**Run 1: the metal 1 layer**

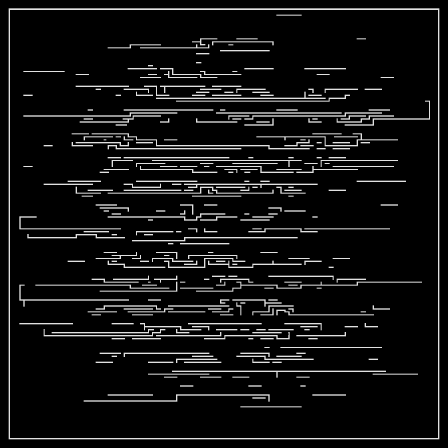
**Run 1: M2 wires**

The bar under the picture is 10 um long.
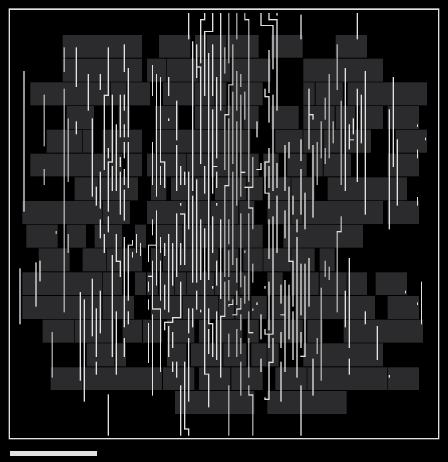
**Run 1: M3 wires**

The bar under the picture is 10 um long.
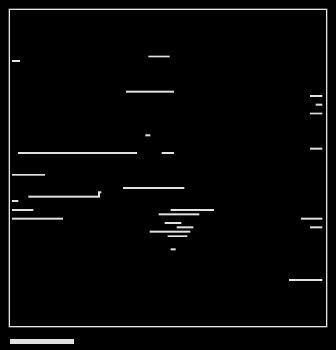
**src/rtl/vga_timing_pkg.sv**
```systemverilog
// vga_timing_pkg: shared VGA timing-set constants, sync polarities and decode flag bundle.
// Contents:
//    SYNC_POS/SYNC_NEG          asserted sync level constants
//    VGA640_* / SVGA800_*       porch/sync/visible sizes of 640x480@60 and 800x600@72
//    vga_flags_t                per-pixel decode flags carried through the output delay
package vga_timing_pkg;
   localparam int SYNC_POS = 1;
   localparam int SYNC_NEG = 0;
   localparam int VGA640_H_VISIBLE  = 640;
   localparam int VGA640_H_FRONT    = 16;
   localparam int VGA640_H_SYNC     = 96;
   localparam int VGA640_H_BACK     = 48;
   localparam int VGA640_V_VISIBLE  = 480;
   localparam int VGA640_V_FRONT    = 10;
   localparam int VGA640_V_SYNC     = 2;
   localparam int VGA640_V_BACK     = 33;
   localparam int SVGA800_H_VISIBLE = 800;
   localparam int SVGA800_H_FRONT   = 56;
   localparam int SVGA800_H_SYNC    = 120;
   localparam int SVGA800_H_BACK    = 64;
   localparam int SVGA800_V_VISIBLE = 600;
   localparam int SVGA800_V_FRONT   = 37;
   localparam int SVGA800_V_SYNC    = 6;
   localparam int SVGA800_V_BACK    = 23;
   // Syncs are carried as "asserted" flags so an all-zero reset value means deasserted.
   typedef struct packed {
      logic hs;
      logic vs;
      logic act;
      logic ls;
      logic fs;
      logic vb;
   } vga_flags_t;
endpackage

```
**src/rtl/vga_timing_gen_if.sv**
```systemverilog
// vga_timing_gen_if: pixel strobe and timing outputs between the generator and its consumer.
// Signals:
//    pix_en                         pixel strobe into the generator
//    h_pos, v_pos                   presented pixel position (CW bits)
//    hsync, vsync, active           sync levels and visible-area flag
//    line_start, frame_start, vblank_start   single pix_en-qualified strobes
// Modports: master = generator, slave = renderer / pin driver.
interface vga_timing_gen_if #(
   parameter int CW = 10
);
   logic          pix_en;
   logic [CW-1:0] h_pos;
   logic [CW-1:0] v_pos;
   logic          hsync;
   logic          vsync;
   logic          active;
   logic          line_start;
   logic          frame_start;
   logic          vblank_start;
   modport master (
      input  pix_en,
      output h_pos, v_pos, hsync, vsync, active, line_start, frame_start, vblank_start
   );
   modport slave (
      output pix_en,
      input  h_pos, v_pos, hsync, vsync, active, line_start, frame_start, vblank_start
   );
endinterface

```
**src/rtl/vga_delay_line.sv**
```systemverilog
// vga_delay_line: enable-gated shift register of depth D, async active-low reset to rst_val_i.
// Ports:
//    clk, rst_n     clock and asynchronous active-low reset
//    en_i           stages advance only when high
//    rst_val_i      value loaded into every stage on reset
//    d_i / q_o      W-bit data in / data out after D enabled clocks (D=0: wire through)
module vga_delay_line #(
   parameter int W = 1,
   parameter int D = 0
) (
   input  logic         clk,
   input  logic         rst_n,
   input  logic         en_i,
   input  logic [W-1:0] rst_val_i,
   input  logic [W-1:0] d_i,
   output logic [W-1:0] q_o
);
   generate
      if (D == 0) begin : g_pass
         logic unused_ok;
         assign unused_ok = &{1'b0, clk, rst_n, en_i, rst_val_i};
         assign q_o = d_i;
      end else begin : g_pipe
         logic [W-1:0] sr_q [D];
         always_ff @(posedge clk or negedge rst_n) begin
            if (!rst_n) begin
               for (int i = 0; i < D; i++) sr_q[i] <= rst_val_i;
            end else if (en_i) begin
               sr_q[0] <= d_i;
               for (int i = 1; i < D; i++) sr_q[i] <= sr_q[i-1];
            end
         end
         assign q_o = sr_q[D-1];
      end
   endgenerate
endmodule

```
**src/rtl/vga_timing_gen.sv**
```systemverilog
// vga_timing_gen: parametrised VGA timing generator with pixel enable and output delay.
// Ports:
//    clk        system clock
//    sys_rst_n  asynchronous active-low reset
//    bus        vga_timing_gen_if master: pix_en in; positions, syncs, active, strobes out
module vga_timing_gen
   import vga_timing_pkg::*;
#(
   parameter int H_VISIBLE  = VGA640_H_VISIBLE,
   parameter int H_FRONT    = VGA640_H_FRONT,
   parameter int H_SYNC     = VGA640_H_SYNC,
   parameter int H_BACK     = VGA640_H_BACK,
   parameter int V_VISIBLE  = VGA640_V_VISIBLE,
   parameter int V_FRONT    = VGA640_V_FRONT,
   parameter int V_SYNC     = VGA640_V_SYNC,
   parameter int V_BACK     = VGA640_V_BACK,
   parameter int H_SYNC_POL = SYNC_NEG,
   parameter int V_SYNC_POL = SYNC_NEG,
   parameter int CW         = 10,
   parameter int PIPE_DLY   = 0
) (
   input logic              clk,
   input logic              sys_rst_n,
   vga_timing_gen_if.master bus
);
   localparam int H_TOTAL = H_VISIBLE + H_FRONT + H_SYNC + H_BACK;
   localparam int V_TOTAL = V_VISIBLE + V_FRONT + V_SYNC + V_BACK;
   localparam int HS_B    = H_VISIBLE + H_FRONT;
   localparam int HS_E    = HS_B + H_SYNC;
   localparam int VS_B    = V_VISIBLE + V_FRONT;
   localparam int VS_E    = VS_B + V_SYNC;
   localparam int W       = 2 * CW + $bits(vga_flags_t);
   localparam logic HP    = H_SYNC_POL != 0;
   localparam logic VP    = V_SYNC_POL != 0;

   generate
      if (((H_TOTAL - 1) >> CW) != 0 || ((V_TOTAL - 1) >> CW) != 0) begin : g_cw_chk
         $error("vga_timing_gen: H_TOTAL-1 or V_TOTAL-1 does not fit in CW bits");
      end
      if (PIPE_DLY < 0 || PIPE_DLY > 8) begin : g_dly_chk
         $error("vga_timing_gen: PIPE_DLY must be in 0..8");
      end
   endgenerate

   logic [CW-1:0] hc_q, hc_d, vc_q, vc_d;
   logic [CW-1:0] h_o, v_o;
   logic          h_last;
   vga_flags_t    fl, fl_o;

   always_comb begin
      h_last = 32'(hc_q) == H_TOTAL - 1;
      hc_d   = h_last ? '0 : hc_q + CW'(1);
      vc_d   = !h_last ? vc_q : (32'(vc_q) == V_TOTAL - 1) ? '0 : vc_q + CW'(1);
      fl.hs  = 32'(hc_q) >= HS_B && 32'(hc_q) < HS_E;
      fl.vs  = 32'(vc_q) >= VS_B && 32'(vc_q) < VS_E;
      fl.act = 32'(hc_q) < H_VISIBLE && 32'(vc_q) < V_VISIBLE;
      fl.ls  = hc_q == '0;
      fl.fs  = fl.ls && vc_q == '0;
      fl.vb  = fl.ls && 32'(vc_q) == V_VISIBLE;
   end

   always_ff @(posedge clk or negedge sys_rst_n) begin
      if (!sys_rst_n) begin
         hc_q <= '0;
         vc_q <= '0;
      end else if (bus.pix_en) begin
         hc_q <= hc_d;
         vc_q <= vc_d;
      end
   end

   // All-zero reset value: positions 0, syncs deasserted, no flags.
   vga_delay_line #(.W(W), .D(PIPE_DLY)) u_dly (
      .clk       (clk),
      .rst_n     (sys_rst_n),
      .en_i      (bus.pix_en),
      .rst_val_i ('0),
      .d_i       ({hc_q, vc_q, fl}),
      .q_o       ({h_o, v_o, fl_o})
   );

   assign bus.h_pos        = h_o;
   assign bus.v_pos        = v_o;
   assign bus.hsync        = ~(fl_o.hs ^ HP);
   assign bus.vsync        = ~(fl_o.vs ^ VP);
   assign bus.active       = fl_o.act;
   // Strobes are gated so a held pixel under pix_en=0 does not repeat them.
   assign bus.line_start   = fl_o.ls & bus.pix_en;
   assign bus.frame_start  = fl_o.fs & bus.pix_en;
   assign bus.vblank_start = fl_o.vb & bus.pix_en;
endmodule

```
**src/flat_wrapper.sv**
```systemverilog
// flat-port wrapper written by rule: the top's interface ports become plain ports
module vga_timing_gen_flat import vga_timing_pkg::*;
#(
   parameter int H_VISIBLE  = VGA640_H_VISIBLE,
   parameter int H_FRONT    = VGA640_H_FRONT,
   parameter int H_SYNC     = VGA640_H_SYNC,
   parameter int H_BACK     = VGA640_H_BACK,
   parameter int V_VISIBLE  = VGA640_V_VISIBLE,
   parameter int V_FRONT    = VGA640_V_FRONT,
   parameter int V_SYNC     = VGA640_V_SYNC,
   parameter int V_BACK     = VGA640_V_BACK,
   parameter int H_SYNC_POL = SYNC_NEG,
   parameter int V_SYNC_POL = SYNC_NEG,
   parameter int CW         = 10,
   parameter int PIPE_DLY   = 0
)
  (clk, sys_rst_n, bus_pix_en, bus_h_pos, bus_v_pos, bus_hsync, bus_vsync, bus_active, bus_line_start, bus_frame_start, bus_vblank_start);
  vga_timing_gen_if #(.CW(CW)) bus_i ();
  input logic clk;
  input logic sys_rst_n;
  input wire logic [$bits(bus_i.pix_en)-1:0] bus_pix_en;
  output wire logic [$bits(bus_i.h_pos)-1:0] bus_h_pos;
  output wire logic [$bits(bus_i.v_pos)-1:0] bus_v_pos;
  output wire logic [$bits(bus_i.hsync)-1:0] bus_hsync;
  output wire logic [$bits(bus_i.vsync)-1:0] bus_vsync;
  output wire logic [$bits(bus_i.active)-1:0] bus_active;
  output wire logic [$bits(bus_i.line_start)-1:0] bus_line_start;
  output wire logic [$bits(bus_i.frame_start)-1:0] bus_frame_start;
  output wire logic [$bits(bus_i.vblank_start)-1:0] bus_vblank_start;
  assign bus_i.pix_en = bus_pix_en;
  assign bus_h_pos = bus_i.h_pos;
  assign bus_v_pos = bus_i.v_pos;
  assign bus_hsync = bus_i.hsync;
  assign bus_vsync = bus_i.vsync;
  assign bus_active = bus_i.active;
  assign bus_line_start = bus_i.line_start;
  assign bus_frame_start = bus_i.frame_start;
  assign bus_vblank_start = bus_i.vblank_start;
  vga_timing_gen #(.H_VISIBLE(H_VISIBLE), .H_FRONT(H_FRONT), .H_SYNC(H_SYNC), .H_BACK(H_BACK), .V_VISIBLE(V_VISIBLE), .V_FRONT(V_FRONT), .V_SYNC(V_SYNC), .V_BACK(V_BACK), .H_SYNC_POL(H_SYNC_POL), .V_SYNC_POL(V_SYNC_POL), .CW(CW), .PIPE_DLY(PIPE_DLY)) u_core (.clk(clk), .sys_rst_n(sys_rst_n), .bus(bus_i));
endmodule
```
**config.mk**
```make
export PLATFORM = sky130hd
export DESIGN_NAME = vga_timing_gen_flat
export DESIGN_NICKNAME = d
export VERILOG_FILES = /design/src/rtl/vga_timing_pkg.sv /design/src/rtl/vga_timing_gen_if.sv /design/src/rtl/vga_delay_line.sv /design/src/rtl/vga_timing_gen.sv /design/src/flat_wrapper.sv
export SDC_FILE = /design/constraint.sdc
export NUM_CORES = 1
export LEC_CHECK = 0
export CORE_UTILIZATION = 51
export CTS_BUF_LIST = sky130_fd_sc_hd__clkbuf_4 sky130_fd_sc_hd__clkbuf_8 sky130_fd_sc_hd__clkbuf_16
export CTS_CLUSTER_DIAMETER = 30
export CTS_CLUSTER_SIZE = 10
export DETAILED_ROUTE_END_ITERATION = 12
export GPL_ROUTABILITY_DRIVEN = 0
export GPL_TIMING_DRIVEN = 1
export PLACE_DENSITY = 0.83
export SKIP_LAST_GASP = 1
export SLEW_MARGIN = 20
export SYNTH_ARGS = -nofsm -noshare
export SYNTH_HDL_FRONTEND = slang
export SYNTH_SLANG_ARGS = --single-unit
```
**constraint.sdc**
```tcl
create_clock -name clk -period 2.7 [get_ports clk]
set_input_delay 0.27 -clock clk [delete_from_list [all_inputs] [get_ports clk]]
set_output_delay 0.27 -clock clk [all_outputs]
set_load 0.02 [all_outputs]
```
==> job_summary.md, run 1 <==
### Metrics collected by this job

| Metric | Value |
|---|---|
| Fin Setup TNS | 0 ns |
| Top cell family by delay on the critical path | simple AND/OR/NAND/NOR gates |
| Status | finished clean |
| RSZ-0062 raised after global routing | false |
| Mapped Cells | about 120 |
| P_leak | approximately 0.67 nW |
| OpenROAD warnings | 28 |
| Worst path slowest cell | dfrtp_1 |
| Startpoint types | flop |
| Total of max-cap violations | 0 |
| Worst setup path start | u_core.hc_q[0]$_DFFE_PN0P_ |
| Netlist Area Pre-Place | 0.00113 mm2 |
| Final setup vio count | 0 |
| Detail Placement HPWL | 1910 um |
| Ports | 29 |
| Minimum clock period after layout | approximately 2.5 ns |
| Core Util at FP | 55.8% |
| Combinational power share | around a quarter |
| R2R cell count | 5 |
| CP Data Required Time | approximately 2.4 ns |
| Synth Net Count | ~120 |
| Final Skew | 0.00705 ns |
| Tot GR Track Use | 24.2% |
| Die Wd | about 49 um |
| HP Class | in2async |
| Wirelength per Cell | about 15 um |
| Pins Over Slew Limit | 0 |
| Max VDD drop | just under 0.5 mV |
| Clock Path Buffers | 2 |
| Buf+Inv Stages, Crit Path | 2 |
| Tightest Pin Transition | 0.862 ns |
| Rows | 16 |
| Drt pass-1 iters | 4 |
| WS Path Type | reg2out |
| Fillers | around 150 |
| First-pass GRT wire length | approximately 4400 um |
| Asr flop ratio synth | 100% |
| CTS Root Cell | clkbuf_4 |
| Share of total power in sequential cells | 45.4% |
| Reg-to-Reg End | u_core.vc_q[4]$_DFFE_PN0P_ |
| Synth cell types | 34 |
| Vias in the first global route | 979 |
| Via-to-Cell Ratio | 5.92 |
| Core region area | 0.00202 mm2 |
| Insertion Delay late pin | 0.32 ns |
| Highest Clock Rate | around 400 MHz |
| CTS Buf Count | 3 |
| Max FO, Critical Path | 6 |
| Comb. cell area | 598 um2 |
| Ys flop type | dfrtp_1 |
| Initial antenna violation count | 0 |
| Switching share of power | around a third |
| Storage element area | 500 um2 |
| Die Area | 0.00240 mm2 |
| Die Ht | slightly below 50 um |
| Ys Warns | 0 |
| Seq/Total Area, Yosys | between 40 and 50% |
| Internal Pwr Total | roughly 0.59 mW |
| Largest incremental delay on the critical path | between 0.4 and 0.5 ns |
| Crit end category | primary output |
| End point of the critical path | bus_frame_start |
| H-tree levels | 1 |
| Flip-flops with a built-in enable | 0 |
| FF-to-FF setup slack | approximately 0.8 ns |
| Reg2reg start | u_core.hc_q[1]$_DFFE_PN0P_ |
| # port buffers | 28 |
| Post-route DRC | 0 |
| Cell depth of the worst setup path | 7 |
| Final ANT Viol Nets | 0 |
| Final Power | 0.880 mW |
| Layout area overhead | 33.9% |
| Synthesized area per cell | 9.65 um2 |
| Iteration-0 DRC Markers | 39 |
| Flops out of synthesis | 20 |
| Clk slew on worst S/H paths | 0.12 ns |
| Layout Nets | 158 |
| Clock Sinks | 20 |
Back to the opening pictures, 'the metal 1 layer':
- main direction: horizontal
- nets with wire on the layer: 136
- wire length on this layer: 1240 um
- longest straight run: 24.4 um
- share of all routed wire: 46%

Back to the opening pictures, 'M2 wires':
- wire length on this layer: 1290 um
- share of all routed wire: 48%

Back to the opening pictures, 'M3 wires':
- share of all routed wire: 4.1%
- longest straight run: 18.2 um
- wire length on this layer: 109 um
- nets with wire on the layer: 21

## run 1: sequential cells by signal, summed over array words and instances (netlist names)
signal       flops
u_core.vc_q     10
u_core.hc_q     10
## run 1: area by class of cell
type | count | share of cell area, %
clock buffers | 3 | 1.49
clock inverters | 1 | 1.99
inverters | 4 | 0.993
multi-input cells | 90 | 39.6
flip-flops and latches | 20 | 33.1
repair buffers | 32 | 20.6
well taps | 27 | 2.24
## run 1: metrics by stage
stage	instance area [um2]	instances	setup slack [ns]	hold WS (ns)	utilization (%)
2_1_floorplan	1130	117	0.578	-0.0256	-
3_3_place_gp	1460	173	0.366	0.504	72.1
3_5_place_dp	1460	173	0.325	0.518	72.1
4_1_cts	1510	177	0.0122	0.462	74.6
5_1_grt	1510	177	0.116	0.520	74.8
6_report	1510	177	0.246	0.424	74.8
## run 1: timing repair
action                                  4_1_cts  5_1_grt
endpoints found under the setup margin        1        1
resized                                       1        1
setup buffers                                 0        0
## run 1: per-layer routing
| metal | up-vias | share of wire (%) | GRT usage (%) |
|---|---|---|---|
| met5 | - | 0 | 0 |
| met4 | 0 | 1.9 | 11.3 |
| met3 | 7 | 4.1 | 4.98 |
| met2 | 35 | 48 | 37.0 |
| met1 | 507 | 46 | 32.9 |
| li1 | 498 | - | - |
## run 1: cells in the mapped netlist (3+ instances only)
cell type | n | share of area [%]
a22o_1 | 3 | 2.3
and3_1 | 4 | 2.2
buf_2 | 3 | 1.3
dfrtp_1 | 20 | 44
ha_1 | 4 | 4.4
inv_1 | 4 | 1.3
nand2_1 | 10 | 3.3
nand3_1 | 4 | 1.8
nand4_1 | 8 | 4.4
nor2_1 | 6 | 2.0
nor3_1 | 8 | 3.5
o21ai_0 | 8 | 3.5
xnor2_1 | 5 | 3.9
xor2_1 | 4 | 3.1
## run 1: layout by cell type (no fill, tap or decap)
cell,n
a21o_1,2
a21oi_1,1
a22o_1,3
a2bb2oi_1,1
and3_1,4
and3b_1,1
and4_1,1
buf_4,4
bufinv_16,1
clkbuf_4,3
clkdlybuf4s50_1,26
dfrtp_1,20
dlygate4sd2_1,1
dlymetal6s2s_1,1
ha_1,4
inv_1,4
mux2_2,1
nand2_1,10
nand3_1,4
nand3_2,1
nand3b_1,1
nand4_1,8
nand4b_1,1
nand4bb_1,1
nor2_1,6
nor2b_1,2
nor3_1,8
nor3_2,2
nor3b_1,2
nor4_1,1
nor4b_1,1
o21ai_0,8
o22ai_1,1
o311ai_0,1
o31ai_1,1
or3_1,2
or4_1,2
xnor2_1,5
xor2_1,4
## run 1: cell families after synthesis
family	synth area share, %
buf+inv	2.66
xor+xnor	6.98
mux	0.998
compound gates	10.4
fa+ha+maj	4.43
flops	44.3
simple gates	30.2
## run 1: power groups by stage
stage          Combinational [mW]  Clock [mW]  Sequential [mW]
2_1_floorplan              0.0978           0            0.424
3_3_place_gp                0.221           0            0.400
3_5_place_dp                0.226           0            0.402
4_1_cts                     0.228       0.254            0.397
5_1_grt                     0.245       0.266            0.406
6_report                    0.227       0.253            0.399
==> run 2: changes to the inputs <==
- PLACE_DENSITY: 0.83 -> not set
- PLACE_DENSITY_LB_ADDON: not set -> 0.2
**Run 2: the metal 1 layer**

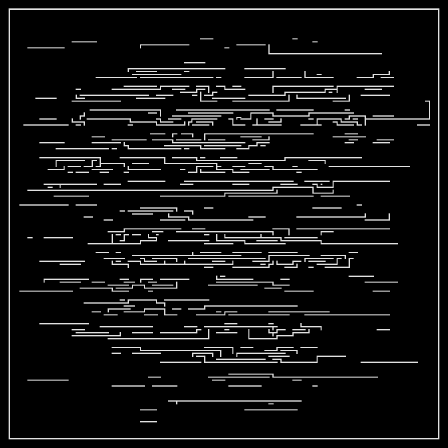
- wire length on this layer: 1240 um
- main direction: horizontal
- share of all routed wire: 49%
- longest straight run: 28.1 um

==> job_summary.md, run 2 <==
### Metrics collected by this job

| Metric | Value |
|---|---|
| Final setup vio count | 0 |
| Fin Setup TNS | 0 ns |
| Synth Area in Adders | around 4.4% |
| Layout Nets | 156 |
| HP Class | in2async |
| Flops out of synthesis | 20 |
| Layout area overhead | 32.9% |
| Placed instance area | 0.00144 mm2 |
| Pins Over Slew Limit | 0 |
| Most common library cells after synthesis | 20 x dfrtp_1, 10 x nand2_1, 8 x nand4_1, 8 x nor3_1, 8 x o21ai_0 |
| Asr flop ratio synth | 100% |
| Commonest Layout Cell | clkdlybuf4s50_1 |
| Ports | 29 |
| DP Worst Slack | 0.318 ns |
| Commonest non-fill, non-tap cells in the layout | 26 x clkdlybuf4s50_1, 20 x dfrtp_1, 10 x nand2_1 |
| CP Data Required Time | approximately 2.4 ns |
| CTS Buf Count | 3 |
| Clock Sinks | 20 |
| Worst setup path start | u_core.hc_q[0]$_DFFE_PN0P_ |
| FF-to-FF setup slack | between 0.6 and 0.7 ns |
| Compound Share, Synth | 10.4% |
| Highest Clock Rate | between 400 and 500 MHz |
| XOR-XNOR Cells, Area Fraction | 6.98% |
| WS Path Type | reg2out |
| P_leak | 0.674 nW |
| Total of max-cap violations | 0 |
| Fin cells | 175 |
| Largest logic family | simple AND/OR/NAND/NOR gates |
| Post-route DRC | 0 |
| Synth Net Count | 124 |
| Ys Warns | 0 |
| Vias in the first global route | 945 |
| Synth cell types | 34 |
| Setup bufs post-CTS | 0 |
| Largest incremental delay on the critical path | roughly 0.62 ns |
| Worst path slowest cell | clkdlybuf4s50_1 |
| First-pass GRT wire length | 4280 um |
| Tightest Pin Transition | 0.882 ns |
| Insertion Delay late pin | 0.31 ns |
| Finished Core Util | 74.2% |
| Final worst slack | 0.376 ns |
| Crit end category | primary output |
| Tot GR Track Use | a little under a quarter |
| RSZ-0062 raised after global routing | false |
| Ys flop type | dfrtp_1 |
| Max FO, Critical Path | 6 |
| Dominant cell area share | 44.3% |
| Final Power | 0.869 mW |
| Final ANT Viol Nets | 0 |
| Minimum clock period after layout | approximately 2.3 ns |
| R2R cell count | 5 |
| Hold WS | about 0.45 ns |
| Detail Placement HPWL | 1860 um |
| Top-count cell post-synth | dfrtp_1 |
| Core region area | 0.00202 mm2 |
| Flip-flops with a built-in enable | 0 |
| Max VDD drop | approximately 0.65 mV |
| H-tree levels | 1 |
| Seq/Total Area, Yosys | 44.3% |
| # port buffers | 28 |
| Core Util at FP | a little under three fifths |
| Die Wd | 49.0 um |
| Synthesized area per cell | just under 10 um2 |
| Initial antenna violation count | 0 |
| MUX area fraction | less than 1% |
| Via-to-Cell Ratio | 5.96 |
| Netlist Area Pre-Place | 0.00113 mm2 |
| Clock Path Buffers | 2 |
| Die Ht | 49.0 um |
| Wirelength per Cell | approximately 15 um |
| Rows | 16 |
| Status | finished clean |
| OpenROAD warnings | 28 |
| Biggest regs | u_core.hc_q x10, u_core.vc_q x10 |
| Area contributors post-synth | dfrtp_1 44%, ha_1 4.4%, nand4_1 4.4%, xnor2_1 3.9%, nor3_1 3.5% |
| Clk slew on worst S/H paths | 0.12 ns |
| Startpoint types | flop |
| AND/OR/NAND/NOR Cells, Area Fraction | 30.2% |
| Die Area | 0.00240 mm2 |
| Yosys top cell by area | dfrtp_1 |
| Mapped Cells | 117 |
| Placed instance count | 171 |
| Drt pass-1 iters | 4 |
| Final Skew | 0.0130 ns |
**Run 2: M2 wires**

The bar under the picture is 10 um long.
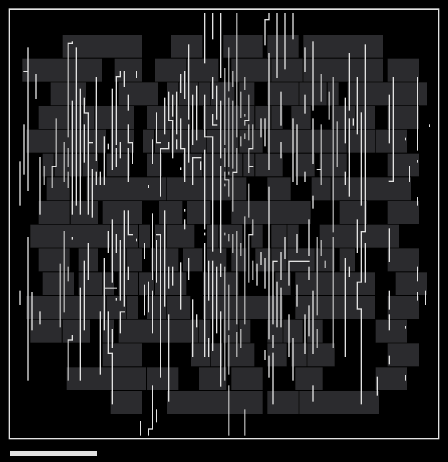
- nets with wire on the layer: 133
- wire length on this layer: 1150 um
- longest straight run: 21.4 um
- share of all routed wire: 45%
- main direction: vertical

-- run 2: netlist changes by cell type in the layout (fill, tap and decap cells not counted) --
cell / before / now
buf_4: 4 / 2
dlygate4sd2_1: 1 / 0
dlymetal6s2s_1: 1 / 2
-- run 2: critical path: cells and delay by family, from the launching register on --
kind / cells / cell delay (ns)
buffers and inverters: 2 / 0.74
DFF: 1 / 0.45
and+or+nand+nor: 2 / 0.42
adders and majority gates: 1 / 0.14
-- run 2: timing repair --
item                                    in CTS  in global routing
hold endpoints to repair                     0                  0
hold buffers                                 0                  0
resized                                      0                  2
endpoints found under the setup margin       0                  2
-- run 2: logic make-up after synthesis --
group / Yosys count
buffers and inverters: 7
xor gates and xnor gates: 9
and+or+nand+nor: 58
muxes: 1
adders and majority gates: 4
AOI/OAI and AO/OA: 18
DFF: 20
-- run 2: worst max path at each step --
stage	to	slack, ns	cells past startpoint
after CTS	bus_frame_start	0.06	7
final	bus_line_start	0.38	5
after global placement	bus_frame_start	0.36	6
after floorplan	bus_frame_start	0.58	6
after global routing	bus_frame_start	0.27	7
after detailed placement	bus_frame_start	0.32	6
-- run 2: power by group --
| part | internal, mW | switching, mW | total, mW |
|---|---|---|---|
| Clock | 0.150 | 0.0951 | 0.245 |
| Sequential | 0.333 | 0.0648 | 0.398 |
| Combinational | 0.110 | 0.116 | 0.226 |
| Total | 0.594 | 0.276 | 0.869 |
-- run 2: final cells by class --
type	count	area, um2
Clock inverter	1	30.0
Clock buffer	3	22.5
Sequential cell	20	500
Fill cell	163	522
Multi-Input combinational cell	90	598
Timing Repair Buffer	30	300
Inverter	4	15.0
Tap cell	27	33.8
-- run 2: metal layers --
metal  global-route usage [%]  up-vias  routed length [um]  part of all wire [%]
li1                         -      498                   -                     -
met1                     32.3      497                1240                    49
met2                     37.0       44                1150                    45
met3                     4.36        4                 128                   5.0
met4                     7.35        0                  22                  0.87
met5                        0        -                   0                     0
==> run 3: changes to the inputs <==
- CORE_UTILIZATION: 51 -> 45
**Run 3: M3 wires**

The bar under the picture is 20 um long.
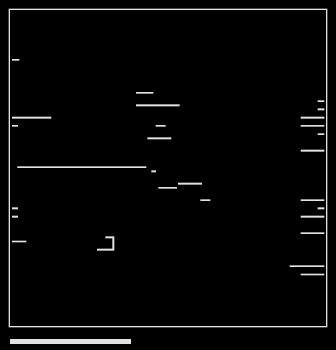
- main direction: horizontal
- nets with wire on the layer: 26
- wire length on this layer: 94.6 um
- share of all routed wire: 3.7%
- longest straight run: 20.9 um

==> job_summary.md, run 3 <==
### Metrics collected by this job

| Metric | Value |
|---|---|
| Status | finished clean |
| Layout area overhead | 31.6% |
| WL final | between 2000 and 3000 um |
| # Cells Yosys | 117 |
| Post-route DRC | 0 |
| Flip-flops with a built-in enable | 0 |
| Layout Nets | 156 |
| Seq/Total Area, Yosys | around 44% |
| RSZ-0062 raised after global routing | false |
| Largest logic family | simple AND/OR/NAND/NOR gates |
| Fin Setup TNS | 0 ns |
| Drt pass-1 iters | 4 |
| Ports | 29 |
| Yosys top cell by area | dfrtp_1 |
| Vias in the first global route | 959 |
| TritonCTS clock tree | done |
| OpenROAD warnings | 28 |
| H-tree levels | 1 |
| Commonest non-fill, non-tap cells in the layout | 26 x clkdlybuf4s50_1, 20 x dfrtp_1, 10 x nand2_1 |
| Synth Net Count | 124 |
| Insertion Delay late pin | 0.30 ns |
| Hold Vio Cnt, Final | 0 |
| Rows | 17 |
| Highest Clock Rate | 425 MHz |
| Clock Path Buffers | 2 |
| Mapped Cells | 117 |
| Detail Placement HPWL | 1880 um |
| Netlist Area Pre-Place | 0.00113 mm2 |
| Core region area | between 0.002 and 0.0025 mm2 |
| Core Util at FP | 49.1% |
| First-pass GRT wire length | 4220 um |
| CP Data Required Time | between 2 and 2.5 ns |
| Final ANT Viol Nets | 0 |
| DP Worst Slack | 0.315 ns |
| Iteration-0 DRC Markers | 11 |
| Max transition margin | about two fifths |
| Setup bufs post-CTS | 0 |
| Tightest Pin Transition | 0.915 ns |
| Asr flop ratio synth | 100% |
| Pins Over Slew Limit | 0 |
| # port buffers | 28 |
| Clock Sinks | 20 |
| Dominant cell area share | 44.3% |
| CTS Buf Count | 3 |
| Ys Warns | 0 |
| Compound Share, Synth | between 10% and 20% |
| Non-Filler Cell Area, Final | roughly 0.0015 mm2 |
| Clk slew on worst S/H paths | 0.11 ns |
| Synthesized area per cell | 9.65 um2 |
| Pin count of the biggest net entering global routing | 21 |
| Placed instance area | 0.00144 mm2 |
| Synth cell types | 34 |
| Most common library cells after synthesis | 20 x dfrtp_1, 10 x nand2_1, 8 x nand4_1, 8 x nor3_1, 8 x o21ai_0 |
| Critical path arrival | 2.08 ns |
| Final worst slack | 0.349 ns |
| Via-to-Cell Ratio | 5.94 |
| Tot GR Track Use | 21.1% |
| Initial antenna violation count | 0 |
| Layout cells sized above 1 | 6.76% |
| Startpoint types | flop |
| Biggest regs | u_core.hc_q x10, u_core.vc_q x10 |
| Die Ht | 52.1 um |
| Ys flop type | dfrtp_1 |
| Crit end category | primary output |
| Synth Area in Adders | 4.43% |
| CTS Root Cell | clkbuf_4 |
| AND/OR/NAND/NOR Cells, Area Fraction | 30.2% |
| Max FO, Critical Path | 6 |
| Final period utilization | 87.1% |
| Max VDD drop | 0.533 mV |
| Antenna Diode Count | 0 |
| Final Skew | 0.00248 ns |
| HP Class | in2async |
| MUX area fraction | 0.998% |
| Die Area | 0.00271 mm2 |
| Finished Core Util | 64.7% |
| GRT overflow | 0 |
| Top-count cell post-synth | dfrtp_1 |
| Total of max-cap violations | 0 |
| Vias after detailed routing | 1045 |
| P_leak | 0.667 nW |
| WS Path Type | reg2out |
| PwrDens | ~540 mW/mm2 |
| Yosys Chip Area | 0.00113 mm2 |
| Commonest Layout Cell | clkdlybuf4s50_1 |
| Die Wd | 52.1 um |
| Area contributors post-synth | dfrtp_1 44%, ha_1 4.4%, nand4_1 4.4%, xnor2_1 3.9%, nor3_1 3.5% |
| XOR-XNOR Cells, Area Fraction | 6.98% |
| Final setup vio count | 0 |
| Flops out of synthesis | 20 |
| Minimum clock period after layout | between 2 and 2.5 ns |
**Run 3: routing congestion**

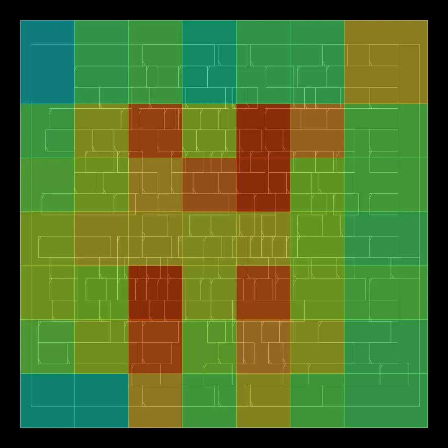
global routing usage on met1: 30.5%
Wirelength per Cell: 14.6 um

==> run 3: cell counts after synthesis <==
Identical to the previous run, type by type.
==> run 3: logic make-up (layout without fill, tap and decap cells) <==
group	after synthesis	after routing
AOI/OAI and AO/OA	18	18
xor gates and xnor gates	9	9
adders and majority gates	4	4
buffers and inverters	7	38
DFF	20	20
muxes	1	1
and+or+nand+nor	58	58
==> run 3: report_power, final <==
part           total [mW]  switching [mW]  internal, mW
clock network       0.176          0.0935        0.0823
registers           0.400          0.0666         0.333
logic               0.226           0.116         0.110
total               0.802           0.276         0.526
==> run 3: final cells by class <==
cell class,count,area [um2]
Fill cell,198,812
Multi-Input combinational cell,90,598
Sequential cell,20,500
Timing Repair Buffer,30,300
Clock buffer,4,36.3
Tap cell,28,35.0
Inverter,4,15.0
==> run 3: per-stage QoR <==
stage | cells | total power [mW] | hold WS, ns
after floorplan | 117 | 0.522 | -0.0256
after detailed placement | 172 | 0.627 | 0.523
after CTS | 176 | 0.808 | 0.507
after global routing | 176 | 0.843 | 0.553
after global placement | 172 | 0.622 | 0.502
final | 176 | 0.802 | 0.470
==> run 3: layer usage <==
metal	wire [um]	GRT usage (%)	vias up
met5	0	0	-
met4	30	8.11	0
met3	94	2.63	4
met2	1150	31.8	34
met1	1300	30.5	508
li1	-	-	499
==> run 3: worst paths after layout <==
check | from | to | slack [ns] | cells past startpoint
worst max-delay path | u_core.hc_q[0]$_DFFE_PN0P_ | bus_line_start | 0.35 | 5
min in group clk | u_core.vc_q[8]$_DFFE_PN0P_ | u_core.vc_q[8]$_DFFE_PN0P_ | 0.53 | 1
max in group asynchronous | sys_rst_n | u_core.hc_q[3]$_DFFE_PN0P_ | 1.68 | 1
worst max register to register | u_core.hc_q[0]$_DFFE_PN0P_ | u_core.vc_q[4]$_DFFE_PN0P_ | 0.54 | 5
worst min-delay path | sys_rst_n | u_core.hc_q[4]$_DFFE_PN0P_ | 0.47 | 1
worst min register to register | u_core.vc_q[8]$_DFFE_PN0P_ | u_core.vc_q[8]$_DFFE_PN0P_ | 0.53 | 1
==> run 3: repair_timing <==
item                                   4_1_cts  5_1_grt
resized                                      0        2
setup endpoints to repair                    0        2
hold buffers                                 0        0
endpoints found under the hold margin        0        0
==> run 3: critical path, cell delays in order, from the launching register on <==
cell             delay, ns
dfrtp_1               0.46
inv_1                 0.12
ha_1                  0.14
nor3b_1               0.19
and4_1                0.24
clkdlybuf4s50_1       0.63
Power is estimated from default activity; no workload was simulated.
